==> run_1/hierarchy.png <==
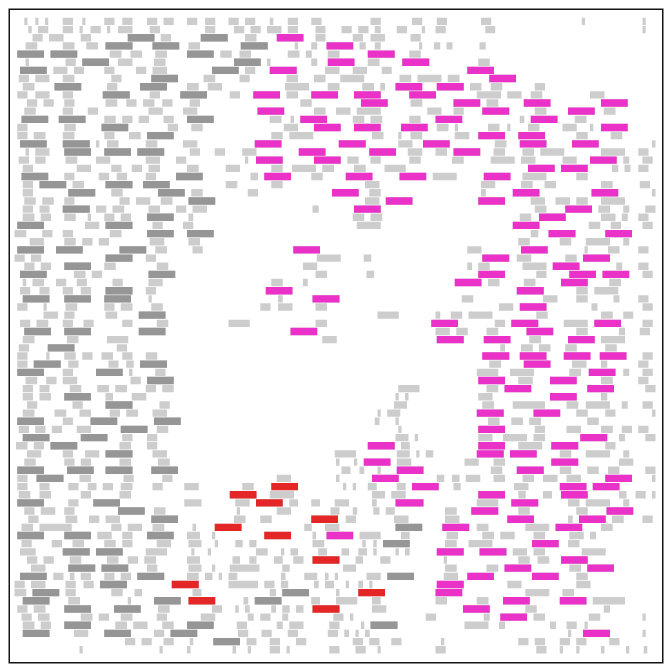
==> run_1/clock_map.png <==
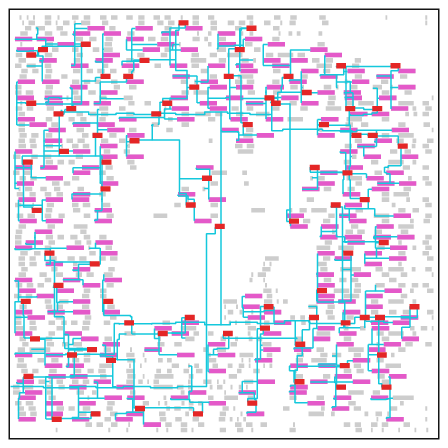
==> run_1/pdn.png <==
Pins as bars on the die edge. Tap cells in gray.
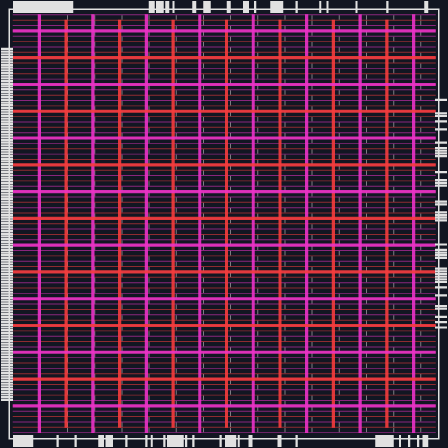
==> run_1/final_congestion.png <==
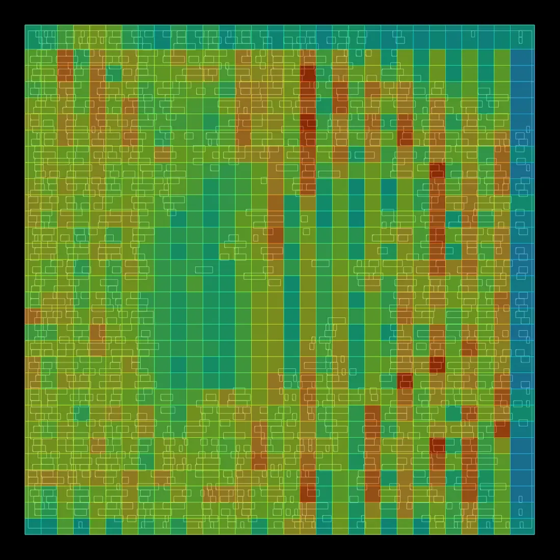
<file path="src/rtl/munoc_lpi_axi4_outstanding_bridge_pkg.sv">
// Shared constants and helpers for the LPI-to-AXI4 outstanding bridge.
package munoc_lpi_axi4_outstanding_bridge_pkg;

  localparam int BW_AXI_LEN   = 8;
  localparam int BW_AXI_SIZE  = 3;
  localparam int BW_AXI_BURST = 2;
  localparam int BW_AXI_RESP  = 2;

  localparam logic [BW_AXI_BURST-1:0] BURST_INCR = 2'b01;
  localparam logic [BW_AXI_RESP-1:0]  RESP_OKAY  = 2'b00;

  // bit positions inside the 2-bit LPI dready vectors
  localparam int DREADY_NOW  = 0;
  localparam int DREADY_NEXT = 1;

  function automatic int burden_width(input int bw_burden);
    return (bw_burden > 1) ? bw_burden : 1;
  endfunction

  // tracker entry = {is_write, burden}
  function automatic int tracker_entry_width(input int bw_burden);
    return 1 + burden_width(bw_burden);
  endfunction

endpackage

</file>
<file path="src/rtl/munoc_lpi_axi4_outstanding_bridge_fifo.sv">
// Parametrised synchronous FIFO with occupancy count.
// Caller guarantees no push when full and no pop when empty.
// DEPTH must be a power of 2 so pointers wrap naturally.
module munoc_sync_fifo #(
  parameter int DEPTH = 4,
  parameter int WIDTH = 8,
  localparam int BW_PTR = (DEPTH > 1) ? $clog2(DEPTH) : 1,
  localparam int BW_CNT = $clog2(DEPTH + 1)
) (
  input  logic              clk,
  input  logic              rstnn,
  input  logic              push,
  input  logic [WIDTH-1:0]  push_data,
  input  logic              pop,
  output logic [WIDTH-1:0]  head_data,
  output logic [BW_CNT-1:0] count,
  output logic              full,
  output logic              empty
);

  logic [WIDTH-1:0]  mem_q [DEPTH];
  logic [WIDTH-1:0]  mem_d [DEPTH];
  logic [BW_PTR-1:0] wr_ptr_q, wr_ptr_d;
  logic [BW_PTR-1:0] rd_ptr_q, rd_ptr_d;
  logic [BW_CNT-1:0] count_q, count_d;

  // next-state for storage, pointers and occupancy
  always_comb begin
    mem_d    = mem_q;
    wr_ptr_d = wr_ptr_q;
    rd_ptr_d = rd_ptr_q;
    count_d  = count_q;
    if (push) begin
      mem_d[wr_ptr_q] = push_data;
      wr_ptr_d        = wr_ptr_q + BW_PTR'(1);
    end
    if (pop) begin
      rd_ptr_d = rd_ptr_q + BW_PTR'(1);
    end
    case ({push, pop})
      2'b10:   count_d = count_q + BW_CNT'(1);
      2'b01:   count_d = count_q - BW_CNT'(1);
      default: count_d = count_q;
    endcase
  end

  // state registers
  always_ff @(posedge clk or negedge rstnn) begin
    if (!rstnn) begin
      mem_q    <= '{default: '0};
      wr_ptr_q <= '0;
      rd_ptr_q <= '0;
      count_q  <= '0;
    end else begin
      mem_q    <= mem_d;
      wr_ptr_q <= wr_ptr_d;
      rd_ptr_q <= rd_ptr_d;
      count_q  <= count_d;
    end
  end

  assign head_data = mem_q[rd_ptr_q];
  assign count     = count_q;
  assign full      = (32'(count_q) == DEPTH);
  assign empty     = (count_q == '0);

endmodule

</file>
<file path="src/rtl/munoc_lpi_axi4_outstanding_bridge.sv">
// LPI request/response to single-beat AXI4 master bridge with up to
// NUM_OUTSTANDING unretired requests. A tracker FIFO records request order
// ({is_write, burden}); R data is queued in a read-data FIFO and B responses
// are counted, so retirement follows LPI order regardless of R/B ordering.
// Optional macro MUNOC_LPI_BRIDGE_WRITE_RESP_EN: when defined, writes return
// an LPI response (rdata=0); otherwise writes retire silently.
module munoc_lpi_axi4_outstanding_bridge
  import munoc_lpi_axi4_outstanding_bridge_pkg::*;
#(
  parameter int BW_ADDR         = 32,
  parameter int BW_DATA         = 32,
  parameter int BW_SUBDATA      = 8,
  parameter int HAS_BURDEN      = 0,
  parameter int BW_BURDEN       = 1,
  parameter int BW_AXI_TID      = 4,
  parameter int AXI_TID_VALUE   = 0,
  parameter int NUM_OUTSTANDING = 4,
  localparam int BW_PERMIT   = BW_DATA / BW_SUBDATA,
  localparam int BW_STRB     = BW_DATA / 8,
  localparam int BW_BURDEN_I = burden_width(BW_BURDEN)
) (
  input  logic                    clk,
  input  logic                    rstnn,
  input  logic                    comm_disable,
  output logic [1:0]              rlmqdready,
  input  logic                    rlmqvalid,
  input  logic [BW_ADDR-1:0]      rlmqaddr,
  input  logic                    rlmqwrite,
  input  logic [BW_DATA-1:0]      rlmqwdata,
  input  logic [BW_PERMIT-1:0]    rlmqwpermit,
  input  logic [BW_BURDEN_I-1:0]  rlmqburden,
  input  logic [1:0]              rlmydready,
  output logic                    rlmyvalid,
  output logic [BW_DATA-1:0]      rlmyrdata,
  output logic [BW_BURDEN_I-1:0]  rlmyburden,
  output logic                    resp_error,
  output logic [BW_AXI_TID-1:0]   awid,
  output logic [BW_ADDR-1:0]      awaddr,
  output logic [BW_AXI_LEN-1:0]   awlen,
  output logic [BW_AXI_SIZE-1:0]  awsize,
  output logic [BW_AXI_BURST-1:0] awburst,
  output logic                    awvalid,
  input  logic                    awready,
  output logic [BW_DATA-1:0]      wdata,
  output logic [BW_STRB-1:0]      wstrb,
  output logic                    wlast,
  output logic                    wvalid,
  input  logic                    wready,
  input  logic [BW_AXI_TID-1:0]   bid,
  input  logic [BW_AXI_RESP-1:0]  bresp,
  input  logic                    bvalid,
  output logic                    bready,
  output logic [BW_AXI_TID-1:0]   arid,
  output logic [BW_ADDR-1:0]      araddr,
  output logic [BW_AXI_LEN-1:0]   arlen,
  output logic [BW_AXI_SIZE-1:0]  arsize,
  output logic [BW_AXI_BURST-1:0] arburst,
  output logic                    arvalid,
  input  logic                    arready,
  input  logic [BW_AXI_TID-1:0]   rid,
  input  logic [BW_DATA-1:0]      rdata,
  input  logic [BW_AXI_RESP-1:0]  rresp,
  input  logic                    rlast,
  input  logic                    rvalid,
  output logic                    rready
);

  localparam int BW_TRK    = tracker_entry_width(BW_BURDEN);
  localparam int BW_CNT    = $clog2(NUM_OUTSTANDING + 1);
  localparam int SUB_BYTES = BW_SUBDATA / 8;
  localparam logic [BW_AXI_SIZE-1:0] AXI_SIZE = BW_AXI_SIZE'($clog2(BW_STRB));

  logic                   ar_valid_q, ar_valid_d, aw_valid_q, aw_valid_d, w_valid_q, w_valid_d;
  logic [BW_ADDR-1:0]     ar_addr_q, ar_addr_d, aw_addr_q, aw_addr_d;
  logic [BW_DATA-1:0]     w_data_q, w_data_d;
  logic [BW_STRB-1:0]     w_strb_q, w_strb_d, wstrb_in;
  logic [BW_CNT-1:0]      bcnt_q, bcnt_d;
  logic                   resp_error_q, resp_error_d;
  logic                   ready_en_q, ready_en_d;

  logic                   accept, trk_pop, trk_room, rd_avail, wr_avail, rd_retire, wr_retire;
  logic                   trk_full, trk_empty, rdf_full, rdf_empty;
  logic [BW_TRK-1:0]      trk_head;
  logic [BW_CNT-1:0]      trk_count, rdf_count;
  logic [BW_DATA-1:0]     rdf_head;
  logic [BW_BURDEN_I-1:0] burden_in;
  logic                   head_write;

  // request side: accept while each skid is empty or draining this cycle
  assign trk_room = (32'(trk_count) < NUM_OUTSTANDING) | trk_pop;
  assign rlmqdready[DREADY_NOW] = ready_en_q & ~comm_disable & trk_room
                                & (~ar_valid_q | arready) & (~aw_valid_q | awready)
                                & (~w_valid_q | wready);
  assign rlmqdready[DREADY_NEXT] = ready_en_q & ~comm_disable
                                 & (32'(trk_count) + 2 <= NUM_OUTSTANDING)
                                 & ~ar_valid_q & ~aw_valid_q & ~w_valid_q;
  assign accept    = rlmqvalid & rlmqdready[DREADY_NOW];
  assign burden_in = (HAS_BURDEN != 0) ? rlmqburden : '0;

  // permit bit -> BW_SUBDATA/8 strobe bits
  always_comb begin
    wstrb_in = '0;
    for (int i = 0; i < BW_PERMIT; i++) begin
      wstrb_in[i*SUB_BYTES +: SUB_BYTES] = {SUB_BYTES{rlmqwpermit[i]}};
    end
  end

  munoc_sync_fifo #(.DEPTH(NUM_OUTSTANDING), .WIDTH(BW_TRK)) u_tracker (
    .clk(clk), .rstnn(rstnn), .push(accept), .push_data({rlmqwrite, burden_in}),
    .pop(trk_pop), .head_data(trk_head), .count(trk_count), .full(trk_full), .empty(trk_empty)
  );

  munoc_sync_fifo #(.DEPTH(NUM_OUTSTANDING), .WIDTH(BW_DATA)) u_rdata_fifo (
    .clk(clk), .rstnn(rstnn), .push(rvalid), .push_data(rdata),
    .pop(rd_retire), .head_data(rdf_head), .count(rdf_count), .full(rdf_full), .empty(rdf_empty)
  );

  // retire path, purely from registered tracker/FIFO/bcnt state
  assign head_write = trk_head[BW_TRK-1];
  assign rd_avail   = ~trk_empty & ~head_write & ~rdf_empty;
  assign wr_avail   = ~trk_empty & head_write & (bcnt_q != '0);
  assign rd_retire  = rd_avail & rlmydready[DREADY_NOW];
`ifdef MUNOC_LPI_BRIDGE_WRITE_RESP_EN
  assign rlmyvalid  = rd_avail | wr_avail;
  assign wr_retire  = wr_avail & rlmydready[DREADY_NOW];
`else
  assign rlmyvalid  = rd_avail;
  assign wr_retire  = wr_avail;
`endif
  assign trk_pop    = rd_retire | wr_retire;
  assign rlmyrdata  = rd_avail ? rdf_head : '0;
  assign rlmyburden = rlmyvalid ? trk_head[BW_BURDEN_I-1:0] : '0;
  assign resp_error = resp_error_q;

  // next-state for skids, B counter, error pulse and ready enable
  always_comb begin
    ar_valid_d   = ar_valid_q & ~arready;
    aw_valid_d   = aw_valid_q & ~awready;
    w_valid_d    = w_valid_q & ~wready;
    ar_addr_d    = ar_addr_q;
    aw_addr_d    = aw_addr_q;
    w_data_d     = w_data_q;
    w_strb_d     = w_strb_q;
    if (accept && !rlmqwrite) begin
      ar_valid_d = 1'b1;
      ar_addr_d  = rlmqaddr;
    end
    if (accept && rlmqwrite) begin
      aw_valid_d = 1'b1;
      w_valid_d  = 1'b1;
      aw_addr_d  = rlmqaddr;
      w_data_d   = rlmqwdata;
      w_strb_d   = wstrb_in;
    end
    case ({bvalid, wr_retire})
      2'b10:   bcnt_d = bcnt_q + BW_CNT'(1);
      2'b01:   bcnt_d = bcnt_q - BW_CNT'(1);
      default: bcnt_d = bcnt_q;
    endcase
    resp_error_d = (rvalid & (rresp != RESP_OKAY)) | (bvalid & (bresp != RESP_OKAY));
    ready_en_d   = 1'b1;
  end

  // state registers
  always_ff @(posedge clk or negedge rstnn) begin
    if (!rstnn) begin
      ar_valid_q   <= 1'b0;
      aw_valid_q   <= 1'b0;
      w_valid_q    <= 1'b0;
      ar_addr_q    <= '0;
      aw_addr_q    <= '0;
      w_data_q     <= '0;
      w_strb_q     <= '0;
      bcnt_q       <= '0;
      resp_error_q <= 1'b0;
      ready_en_q   <= 1'b0;
    end else begin
      ar_valid_q   <= ar_valid_d;
      aw_valid_q   <= aw_valid_d;
      w_valid_q    <= w_valid_d;
      ar_addr_q    <= ar_addr_d;
      aw_addr_q    <= aw_addr_d;
      w_data_q     <= w_data_d;
      w_strb_q     <= w_strb_d;
      bcnt_q       <= bcnt_d;
      resp_error_q <= resp_error_d;
      ready_en_q   <= ready_en_d;
    end
  end

  assign awid    = BW_AXI_TID'(AXI_TID_VALUE);
  assign awaddr  = aw_addr_q;
  assign awlen   = '0;
  assign awsize  = AXI_SIZE;
  assign awburst = BURST_INCR;
  assign awvalid = aw_valid_q;
  assign wdata   = w_data_q;
  assign wstrb   = w_strb_q;
  assign wlast   = 1'b1;
  assign wvalid  = w_valid_q;
  assign bready  = 1'b1;
  assign arid    = BW_AXI_TID'(AXI_TID_VALUE);
  assign araddr  = ar_addr_q;
  assign arlen   = '0;
  assign arsize  = AXI_SIZE;
  assign arburst = BURST_INCR;
  assign arvalid = ar_valid_q;
  assign rready  = 1'b1;

  // IDs and rlast carry no information for single-beat fixed-ID traffic
  logic unused_ok;
  assign unused_ok = ^{rid, bid, rlast, rlmydready[DREADY_NEXT], trk_full, rdf_full, rdf_count};

endmodule
</file>
<file path="config.mk">
export PLATFORM = sky130hd
export DESIGN_NAME = munoc_lpi_axi4_outstanding_bridge
export DESIGN_NICKNAME = d
export VERILOG_FILES = /design/src/rtl/munoc_lpi_axi4_outstanding_bridge_pkg.sv /design/src/rtl/munoc_lpi_axi4_outstanding_bridge_fifo.sv /design/src/rtl/munoc_lpi_axi4_outstanding_bridge.sv
export SDC_FILE = /design/constraint.sdc
export NUM_CORES = 1
export LEC_CHECK = 0
export ABC_CLOCK_PERIOD_IN_PS = 5300
export CAP_MARGIN = 20
export CELL_PAD_IN_SITES_DETAIL_PLACEMENT = 2
export CELL_PAD_IN_SITES_GLOBAL_PLACEMENT = 2
export CORE_UTILIZATION = 24
export CTS_BUF_LIST = sky130_fd_sc_hd__clkbuf_8
export CTS_CLUSTER_DIAMETER = 30
export DETAILED_ROUTE_END_ITERATION = 12
export PLACE_DENSITY = 0.59
export SLEW_MARGIN = 5
export SYNTH_ARGS = -nofsm -noshare
export SYNTH_HDL_FRONTEND = slang
export SYNTH_SLANG_ARGS = --single-unit
</file>
<file path="constraint.sdc">
create_clock -name clk -period 5.3 [get_ports clk]
set_input_delay 1.59 -clock clk [delete_from_list [all_inputs] [get_ports clk]]
set_output_delay 1.59 -clock clk [all_outputs]
set_load 0.02 [all_outputs]
</file>
==> results.txt, run 1 <==
run results: Worst setup EP type=output port, RSZ-0062 raised after global routing=false, Power, Total=11.4 mW, drt total wl=roughly 31000 um, Gate Count Post-Synth=725, WHS Path Cells=1, TritonCTS Sinks=roughly 250, antenna violations before repair=5, ys cells=about 730, global-route wire length before repair=slightly below 50000 um, CP Capture Point=rlmqdready[0], GPL Wtd Cong=between 0.6 and 0.7, crit path DRT=3.71 ns, EDFF count, synth=0, vias after detailed routing=between 7k and 8k, fmax=roughly 0.21 GHz, TNS Setup=0 ns, # fillers=4618, Hold Vio Cnt, Final=0, Die Y=roughly 220 um, post-detailed-route count of antenna-violating nets=0, clk buf depth=3, Pwr Density=just over 700 nW/um^2, Synth flops=about 250, crit path from=rlmydready[0], Resized cells post-CTS=0, Synth area leader=dfrtp_1, DP HPWL=21000 um, Worst R2R End=u_rdata_fifo.count[2], CTS Root Cell=clkbuf_8, Worst R2R Path Depth=10, # H-tree levels=3, input/output buffers=roughly 250, fin. max-slew vios=0, vias in the first global route=between 8k and 9k, core area=45600 sq um, Synth Flop Type=dfrtp_1, vias per inst=between 4 and 5, CTS tree=built, Yosys Chip Area=approximately 11000 sq um, Synth top area share=around 57%, Min-Delay Path Class=flip-flop to flip-flop, mapped cell area=11100 sq um, Layout area overhead=44.2%, max-cap violations=0, Rows=between 70 and 80, net count reported at finish=around 1.2k, FP Util=between 20% and 30%, DRC marker count from the first detailed-route iteration=between 100 and 150, die span in x=roughly 220 um, placed insts=around 1.6k, total CTS buffers=approximately 79, status=completed, critical path class=input pin to output port, syn avg cell area=roughly 15 sq um, Crit Path Max Fanout=3, TritonRoute pass-1 iters=4, most numerous cell in the Yosys netlist=dfrtp_1, Tool Warnings=approximately 43, largest net degree at the start of global routing=between 80 and 90, Largest cells by area=dfrtp_1 57%, mux2_2 21%, mux4_2 6.7%, buf_4 3.0%, mux2_1 2.2%, drt drc=0, Synthesis Warnings=0, Worst slew margin=around two fifths, min-delay src=bcnt_q[2], Worst-Margin Slew=between 0.8 and 0.9 ns, IO Pins=roughly 300, static leakage=6.84 nW, global route overflow=0, layout cells sized above 1=between 30% and 40%, most frequent cells after synthesis=254 x dfrtp_1, 212 x mux2_2, 44 x buf_4, Hold Path Sink=bcnt_q[2], Reg2Reg Setup Slack=2.30 ns, distinct cell type count after synthesis=33, Setup-failing EPs final=0
Notes on hierarchy.png above:
legend:
  u_tracker:
    color: red
    placed_flops: 11
    where: bottom middle
  u_rdata_fifo:
    color: magenta
    placed_flops: 135
chip area: 47200 sq um
Final Util: 35.2%
Layout Cells excl Fill: 1707

Notes on clock_map.png above:
legend:
  clock wires:
    color: cyan
    length: 4870 um
  flip-flops:
    color: magenta
    count: 254
  cells driving clock nets:
    color: red
    count: 79
flops lie: widely spread
Worst Skew: 0.0370 ns
clock share of power: 25.8%
clock latency on the worst-skew pair: 0.64 ns

Notes on pdn.png above:
legend:
  VDD:
    color: red
  VSS:
    color: magenta
signal pins: 303
tap cells: 600
met4 straps: 15

Notes on final_congestion.png above:
drt wl/cell: 18.4 um
M3 GR Usage: 8.85%

-- run 1: sequential cells by signal, indices dropped and copies added (netlist names) --
name and count:
araddr 32, arvalid 1, awaddr 32, awvalid 1, bcnt_q 3, ready_en_q 1, resp_error 1, u_rdata_fifo.count 3
u_rdata_fifo.mem_q 128, u_rdata_fifo.rd_ptr_q 2, u_rdata_fifo.wr_ptr_q 2, u_tracker.count 3, u_tracker.mem_q 4, u_tracker.rd_ptr_q 2, u_tracker.wr_ptr_q 2, wdata 32
wstrb 4, wvalid 1
-- run 1: worst max-delay path, stage by stage --
cell             delay, ns
clkdlybuf4s50_1       0.53
o31ai_1               0.12
a21o_1                0.21
a21oi_1               0.13
clkdlybuf4s50_1       0.64
-- run 1: cells in the final DEF (no fill, tap or decap), types with 2 or more instances in the layout --
| cell | instances |
|---|---|
| mux2_2 | 212 |
| fa_1 | 3 |
| clkinv_2 | 11 |
| inv_6 | 2 |
| a211oi_1 | 5 |
| buf_12 | 8 |
| dfrtp_1 | 253 |
| nand2_1 | 12 |
| clkbuf_8 | 100 |
| bufinv_16 | 3 |
| and2_1 | 33 |
| ha_1 | 11 |
| conb_1 | 39 |
| buf_4 | 13 |
| nor2_1 | 4 |
| inv_1 | 37 |
| nand2b_1 | 4 |
| xor2_1 | 10 |
| clkdlybuf4s50_1 | 252 |
| mux2_1 | 22 |
| mux4_2 | 33 |
| nor3b_1 | 2 |
| o21ai_0 | 8 |
| clkinvlp_4 | 3 |
| a2111oi_4 | 2 |
| inv_8 | 3 |
| xnor2_1 | 5 |
| nor3_1 | 3 |
-- run 1: final cells by class --
| cell class | instances | area (sq um) | share of cell area [%] |
|---|---|---|---|
| inverters | 17 | 63.8 | 0.398 |
| multi-input cells | 418 | 4390 | 27.3 |
| diodes | 1 | 2.50 | 0.0156 |
| clock inverters | 43 | 310 | 1.93 |
| well taps | 600 | 751 | 4.68 |
| clock buffers | 100 | 1380 | 8.58 |
| repair buffers | 274 | 2800 | 17.4 |
| flip-flops and latches | 254 | 6360 | 39.6 |
-- run 1: metrics by stage --
step | setup slack, ns | util [%] | hold slack (ns) | instance area [sq um]
after global placement | 0.465 | 31.5 | 0.461 | 14400
after detailed placement | 0.479 | 31.5 | 0.467 | 14400
after CTS | 0.421 | 35.2 | 0.477 | 16000
final | 0.494 | 35.2 | 0.471 | 16000
after floorplan | 1.12 | - | 0.443 | 11300
after global routing | 0.373 | 35.2 | 0.492 | 16000
-- run 1: metal layers --
metal	share of wire, %	global-route usage [%]	routed length [um]	up-vias
li1	-	-	-	3178
met1	39	14.9	12100	3712
met2	47	21.6	14700	253
met3	12	8.85	3860	60
met4	2.2	5.09	690	6
met5	0.11	0	34	-
-- run 1: power by group --
group | switching, mW | leakage, nW | internal [mW] | total, mW
Sequential | 0.553 | 3.05 | 2.92 | 3.48
Combinational | 2.30 | 2.85 | 2.69 | 4.99
Clock | 1.10 | 0.946 | 1.85 | 2.95
-- run 1: kinds of logic after synthesis --
group / Yosys count / synth area share, %
fa+ha+maj: 14 / 1.78
buf+inv: 90 / 4.74
xor+xnor: 15 / 1.18
other cells: 2 / 0.0675
flops: 254 / 57.1
simple gates: 62 / 3.13
compound gates: 20 / 1.54
mux: 268 / 30.4
==> run_1/registers.png <==
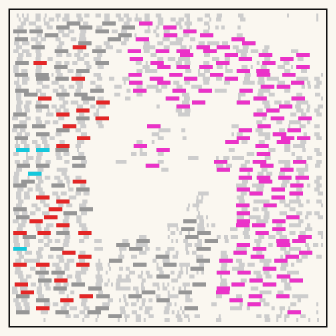

==> inputs of run 2 (changes only) <==
--- a/config.mk
+++ b/config.mk
@@ -14,6 +14,7 @@
 export CTS_CLUSTER_DIAMETER = 30
 export DETAILED_ROUTE_END_ITERATION = 12
 export PLACE_DENSITY = 0.59
+export REMOVE_ABC_BUFFERS = 1
 export SLEW_MARGIN = 5
 export SYNTH_ARGS = -nofsm -noshare
 export SYNTH_HDL_FRONTEND = slang
==> run_2/registers.png <==
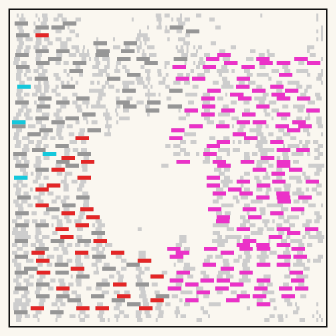
legend:
  u_rdata_fifo.mem_q:
    color: magenta
    placed_flops: 128
  wstrb:
    color: cyan
    placed_flops: 4
    where: left middle
  awaddr:
    color: red
    placed_flops: 32

==> run 2 against run 1 <==
Fmax is 1.5% lower. Sequential share of layout area is 0.34 points lower. Sequential power hardly changed. Total power is 3.3% higher. Cell count is 0.18% higher. Clock power is 14% higher. Global-route usage hardly changed. Area after synthesis stayed put. Clock-buffer cell count is 3 higher. Cell area is 0.86% higher.
==> results.txt, run 2 <==
run results: status=completed, Top cell excl fill/tap=dfrtp_1, Yosys Chip Area=11100 sq um (unchanged), Worst-Margin Slew=0.843 ns (-0.0469 ns), max-cap violations=0 (unchanged), Most Frequent Cell on Critical Path=clkdlybuf4s50_1, crit path DRT=3.71 ns (about the same), TritonCTS Sinks=254 (unchanged), EDFF count, synth=0 (unchanged), chip area=47200 sq um (unchanged), Resized cells post-CTS=0 (unchanged), WHS Path Cells=1 (unchanged), Worst path slowest cell=clkdlybuf4s50_1, Reg2Reg Setup Slack=2.39 ns (+0.09 ns), Tool Warnings=45 (+4.7%), critical path class=input pin to output port, FP Util=24.4% (unchanged), register area=6360 sq um (unchanged), antenna violations before repair=3 (-2), Synthesis Warnings=0 (unchanged), drt wl/cell=18.4 um (-0.12%), total CTS buffers=83 (+5.1%), mapped cell area=11100 sq um (unchanged), largest net degree at the start of global routing=106 (+26%), vias after detailed routing=7164 (-0.62%), post-detailed-route count of antenna-violating nets=0 (unchanged), CP bufs+invs=2 (unchanged), clock share of power=28.5% (+2.7 points), Synth flops=254 (unchanged), Setup-failing EPs final=0 (unchanged), Worst R2R Path Depth=10 (unchanged), global-route wire length before repair=49300 um (+0.20%), Power, Total=11.8 mW (+3.3%), Post-CTS Hold Fix Bufs=0, # H-tree levels=3 (unchanged), Worst Skew=0.0400 ns (+0.00303 ns), TNS Setup=0 ns (unchanged), most frequent cells after synthesis=254 x dfrtp_1, 212 x mux2_2, 44 x buf_4, CP top delay family=buffers and inverters, core area=45600 sq um (unchanged), syn avg cell area=15.3 sq um (unchanged), TritonRoute pass-1 iters=4 (unchanged), input/output buffers=253 (unchanged), Crit Path Max Fanout=3 (unchanged), Hold Vio Cnt, Final=0 (unchanged), net count reported at finish=1184 (unchanged), Comb power frac=42.0% (-1.7 points), placed insts=1559 (-0.26%), global route overflow=0 (unchanged), fin. max-slew vios=0 (unchanged), Synth area leader=dfrtp_1, # fillers=4683 (+1.4%), fmax=0.205 GHz (-1.5%), Sequential Power Share=29.5% (-0.9 points), Layout area overhead=45.4%, DP HPWL=20400 um (-3.0%), clk buf depth=3 (unchanged), Min-Delay Path Class=flip-flop to flip-flop, DRC marker count from the first detailed-route iteration=207 (+40%), CP peak stage delay=0.70 ns (+0.06 ns), Switching Fraction=33.6% (-1.0 points), vias per inst=4.19 (-0.80%), Synth Flop Type=dfrtp_1, Largest cells by area=dfrtp_1 57%, mux2_2 21%, mux4_2 6.7%, buf_4 3.0%, mux2_1 2.2%, Top Layout Cells=253 x dfrtp_1, 252 x clkdlybuf4s50_1, 212 x mux2_2, Worst R2R End=u_rdata_fifo.count[2], GPL Wtd Cong=0.674 (+0.18%), most numerous cell in the Yosys netlist=dfrtp_1, static leakage=6.91 nW (+0.93%), CTS tree=built, ys cells=725 (unchanged), Pwr Density=728 nW/um^2 (+2.4%), sw power=3.96 mW (+0.25%), Layout Cells excl Fill=1710 (+0.18%), critical path cell sequence=clkdlybuf4s50_1 > o31ai_1 > a21o_1 > a21oi_1 > clkdlybuf4s50_1, distinct cell type count after synthesis=33 (unchanged), layout cells sized above 1=36.2% (+0.53 points), Hold Path Sink=bcnt_q[2], IO Pins=303 (unchanged), Worst setup EP type=output port, clock latency on the worst-skew pair=0.64 ns (about the same), Synth top area share=57.1% (unchanged), drt total wl=31400 um (about the same), Internal=7.82 mW (+4.9%), Rows=78 (unchanged)
==> run_2/pdn.png <==
Pins as bars on the die edge. Tap cells in gray.
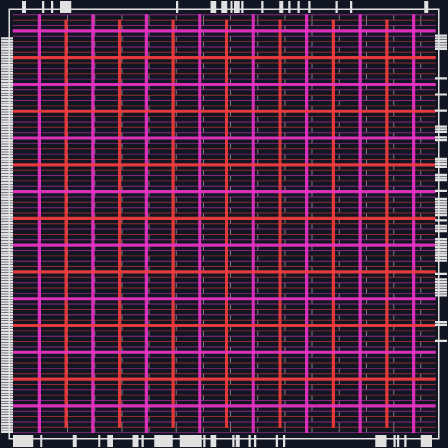
legend:
  VDD:
    color: red
  VSS:
    color: magenta
rows: 78
met4 straps: 15
met1 rails: 79
tap cells: 600
met5 straps: 15
Die Y: 217 um
die span in x: 217 um

run 2: cell counts after synthesis:
Identical to the previous run, type by type.
run 2: cell families (layout without fill, tap and decap cells):
| kind of cell | count (synthesis) | after routing | share of synthesized area [%] |
|---|---|---|---|
| flip-flops | 254 | 254 | 57.1 |
| other | 2 | 40 | 0.0675 |
| XOR/XNOR | 15 | 15 | 1.18 |
| multiplexers | 268 | 268 | 30.4 |
| AND/OR/NAND/NOR | 62 | 62 | 3.13 |
| buffers and inverters | 90 | 437 | 4.74 |
| AND-OR/OR-AND | 20 | 20 | 1.54 |
| adder cells (fa/ha/maj) | 14 | 14 | 1.78 |
run 2: routing by layer:
layer  vias up  wire length (um)  track usage (%)
met1      3653             12100             14.9
met3        51              4130             9.04
li1       3162                 -                -
met5         -                27                0
met4         4               537             4.72
met2       294             14700             21.8
run 2: stage by stage:
| stage | cell area, sq um | util (%) | hold slack (ns) | setup slack (ns) |
|---|---|---|---|---|
| floorplan | 10800 | - | 0.443 | 0.0931 |
| global placement | 14300 | 31.3 | 0.463 | 0.426 |
| detailed placement | 14300 | 31.3 | 0.463 | 0.418 |
| CTS | 16200 | 35.5 | 0.475 | 0.401 |
| global route | 16200 | 35.5 | 0.498 | 0.304 |
| finish | 16200 | 35.5 | 0.470 | 0.420 |
run 2: layout make-up:
cell class	instances	area share, %
inverters	17	0.394
multi-input cells	418	27.1
repair buffers	270	16.7
clock buffers	103	8.76
diodes	1	0.0155
flip-flops and latches	254	39.3
clock inverters	47	3.09
well taps	600	4.64
run 2: how the worst max path moves through the flow:
stage / startpoint / end / slack [ns] / cells after the start
3_5_place_dp: rlmydready[0] / rlmqdready[0] / 0.42 / 5
5_1_grt: rlmydready[0] / rlmqdready[0] / 0.30 / 5
2_1_floorplan: comm_disable / awaddr[0] / 0.09 / 4
4_1_cts: rlmydready[0] / rlmqdready[0] / 0.40 / 5
6_report: rlmydready[0] / rlmqdready[0] / 0.42 / 5
3_3_place_gp: rlmydready[0] / rlmqdready[0] / 0.43 / 5
run 2: power groups by stage:
| stage | Combinational [mW] | Sequential, mW | Clock, mW |
|---|---|---|---|
| final | 4.95 | 3.48 | 3.36 |
| after global routing | 5.34 | 3.62 | 3.61 |
| after CTS | 5.07 | 3.50 | 3.49 |
| after detailed placement | 5.05 | 3.51 | 0 |
| after global placement | 4.98 | 3.46 | 0 |
| after floorplan | 2.39 | 3.87 | 0 |
run 2: worst register-to-register path: cells and delay by family, from the launching register on:
| family | cells | cell delay [ns] |
|---|---|---|
| xor+xnor | 2 | 0.31 |
| fa+ha+maj | 2 | 0.57 |
| buf+inv | 2 | 0.43 |
| flops | 1 | 0.39 |
| mux | 1 | 0.58 |
| simple gates | 3 | 0.55 |
==> run_2/clock_map.png <==
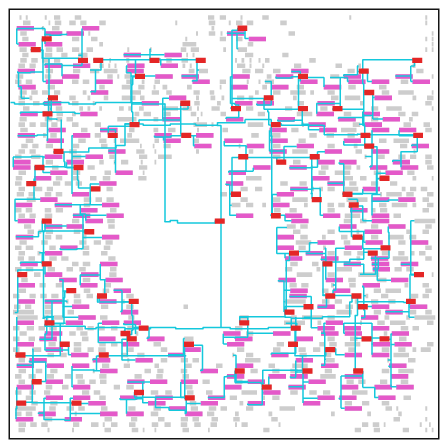

==> inputs of run 3 (changes only) <==
--- a/config.mk
+++ b/config.mk
@@ -7,14 +7,15 @@
 export LEC_CHECK = 0
 export ABC_CLOCK_PERIOD_IN_PS = 5300
 export CAP_MARGIN = 20
-export CELL_PAD_IN_SITES_DETAIL_PLACEMENT = 2
-export CELL_PAD_IN_SITES_GLOBAL_PLACEMENT = 2
+export CELL_PAD_IN_SITES_DETAIL_PLACEMENT = 1
+export CELL_PAD_IN_SITES_GLOBAL_PLACEMENT = 1
 export CORE_UTILIZATION = 24
 export CTS_BUF_LIST = sky130_fd_sc_hd__clkbuf_8
 export CTS_CLUSTER_DIAMETER = 30
 export DETAILED_ROUTE_END_ITERATION = 12
-export PLACE_DENSITY = 0.59
+export PLACE_DENSITY = 0.51
 export REMOVE_ABC_BUFFERS = 1
+export SETUP_SLACK_MARGIN = 0.15
 export SLEW_MARGIN = 5
 export SYNTH_ARGS = -nofsm -noshare
 export SYNTH_HDL_FRONTEND = slang
==> run_3/clock_map.png <==
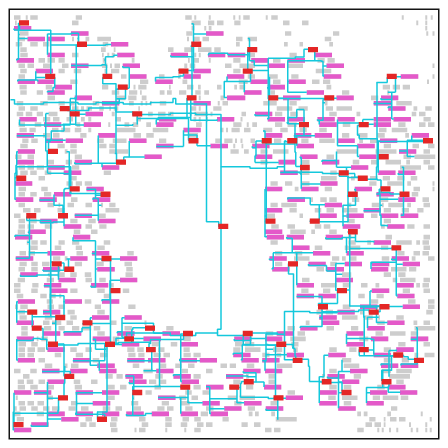
legend:
  flip-flops:
    color: magenta
    count: 254
  clock wires:
    color: cyan
    length: 5000 um
  cells driving clock nets:
    color: red
    count: 79
flops lie: widely spread
routed clock nets: 80
Worst Skew: 0.0244 ns
clock share of power: 27.6%
clock latency on the worst-skew pair: 0.62 ns
clk pwr: 3.20 mW

==> run 3 against run 2 <==
Clock power down 5%. Non-clock buffer count decreased by 1. Sequential share of layout area is 0.28 points higher. Register-to-register slack worse by 0.03 ns. Critical path depth stayed put. Area after synthesis stayed put. Cell count fell by 0.47%. Utilization fell by 0.25 points. Die size stayed put. Via count down 0.85%. Flip-flop count stayed put. Synthesized cell count stayed put.
==> results.txt, run 3 <==
run results: Yosys Chip Area=11100 sq um (unchanged), vias after detailed routing=7103 (-0.85%), TritonRoute pass-1 iters=4 (unchanged), IO Pins=303 (unchanged), Final Cell Area=16100 sq um (-0.70%), Synth top area share=57.1% (unchanged), Layout area overhead=44.4%, mapped cell area=11100 sq um (unchanged), max-cap violations=0 (unchanged), EDFF count, synth=0 (unchanged), post-detailed-route count of antenna-violating nets=0 (unchanged), Synth area leader=dfrtp_1, antenna violations before repair=0 (-3), status=completed, static leakage=6.85 nW (-0.87%), Synthesis Warnings=0 (unchanged), DP HPWL=19100 um (-6.2%), Worst setup EP type=output port, # H-tree levels=3 (unchanged), critical path class=input pin to output port, Post-CTS Hold Fix Bufs=0 (unchanged), vias per inst=4.17 (-0.39%), placed cell area=14300 sq um (about the same), global-route wire length before repair=47900 um (-2.8%), Largest cells by area=dfrtp_1 57%, mux2_2 21%, mux4_2 6.7%, buf_4 3.0%, mux2_1 2.2%, Synth Flop Type=dfrtp_1, chip area=47200 sq um (unchanged), crit path DRT=3.71 ns (about the same), fmax=0.206 GHz (+0.37%), GPL Wtd Cong=0.679 (+0.76%), drt total wl=30300 um (-3.5%), antenna diode count=0 (-1), Top Layout Cells=253 x dfrtp_1, 252 x clkdlybuf4s50_1, 212 x mux2_2, drt wl/cell=17.8 um (-3.1%), input/output buffers=253 (unchanged), net count reported at finish=1179 (-0.42%), syn avg cell area=15.3 sq um (unchanged), Min-Delay Path Class=flip-flop to flip-flop, most frequent cells after synthesis=254 x dfrtp_1, 212 x mux2_2, 44 x buf_4, clk buf depth=3 (unchanged), Layout Cells excl Fill=1702 (-0.47%), distinct cell type count after synthesis=33 (unchanged), Tool Warnings=44 (-2.2%), placed insts=1558 (-0.064%), Worst-Margin Slew=0.944 ns (+0.102 ns), Resized cells post-CTS=0 (unchanged), DRC marker count from the first detailed-route iteration=265 (+28%), ys cells=725 (unchanged), Crit Path Max Fanout=3 (unchanged), TritonCTS Sinks=254 (unchanged), Die Y=217 um (unchanged), Hold Vio Cnt, Final=0 (unchanged), Pwr Density=721 nW/um^2 (-1.0%), die span in x=217 um (unchanged), Rows=78 (unchanged), Setup-failing EPs final=0 (unchanged), TNS Setup=0 ns (unchanged), most numerous cell in the Yosys netlist=dfrtp_1, global route overflow=0 (unchanged), FP Util=24.4% (unchanged), largest net degree at the start of global routing=113 (+6.6%)
==> run_3/registers.png <==
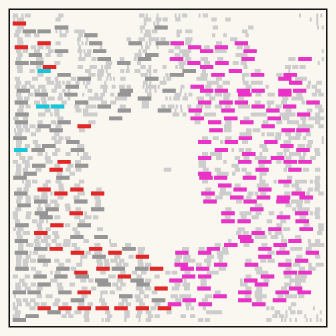
legend:
  awaddr:
    color: red
    placed_flops: 32
  wstrb:
    color: cyan
    placed_flops: 4
  u_rdata_fifo.mem_q:
    color: magenta
    placed_flops: 128
register area: 6360 sq um
Final Util: 35.3%
seq pwr: 3.45 mW
Seq area share: 39.6%

==> run 3: cell types whose count changed in the layout (fill, tap and decap cells not counted) <==
cell,previous run,this run
clkbuf_8,103,106
bufinv_16,10,7
buf_4,14,13
clkinv_8,1,0
inv_1,33,31
inv_8,2,0
diode_2,1,0
inv_6,2,1
==> run 3: where the power goes <==
part	leakage [nW]	internal [mW]	switching [mW]	total (mW)
Sequential	3.05	2.92	0.532	3.45
Clock	0.999	2.11	1.08	3.20
Combinational	2.80	2.65	2.28	4.93
Total	6.85	7.69	3.90	11.6
==> run 3: logic make-up after synthesis <==
family                   synth area share, %
XOR/XNOR                                1.18
AND/OR/NAND/NOR                         3.13
other                                 0.0675
multiplexers                            30.4
buffers and inverters                   4.74
flip-flops                              57.1
AND-OR/OR-AND                           1.54
adder cells (fa/ha/maj)                 1.78
==> run 3: final cells by class <==
class	instances	area, sq um
fill	4804	29500
sequential	254	6360
clock inverter	38	354
tap	600	751
clock buffer	106	1460
inverter	17	63.8
timing repair buffer	269	2700
multi-input combinational	418	4390
==> run 3: layer usage <==
metal,GRT usage [%],share of wire (%),vias up
li1,-,-,3155
met1,15.7,42,3607
met2,19.7,44,276
met3,7.77,11,65
met4,5.28,2.5,0
met5,0,0,-
==> run 3: worst max-delay path, stage by stage <==
cell             delay [ns]
clkdlybuf4s50_1        0.51
o31ai_1                0.12
a21o_1                 0.22
a21oi_1                0.14
clkdlybuf4s50_1        0.69
==> run 3: through the flow <==
stage	worst slack (ns)	total power, mW	util (%)	hold slack [ns]
finish	0.438	11.6	35.3	0.466
global route	0.375	12.3	35.3	0.499
CTS	0.418	11.8	35.3	0.475
detailed placement	0.425	8.50	31.3	0.463
global placement	0.435	8.44	31.3	0.458
floorplan	0.0931	6.27	-	0.443
==> run 3: path summary, 6_finish.rpt <==
kind,start,to,slack (ns),cells after the start
max,rlmydready[0],rlmqdready[0],0.44,5
min,bcnt_q[2],bcnt_q[2],0.47,1
max reg2reg,u_tracker.rd_ptr_q[0],u_rdata_fifo.count[2],2.36,10
min reg2reg,bcnt_q[2],bcnt_q[2],0.47,1
max in group asynchronous,rstnn,araddr[31],3.29,2
min in group asynchronous,rstnn,u_rdata_fifo.mem_q[66],1.06,1
No activity file was given, so power comes from the tool's default toggle rates.
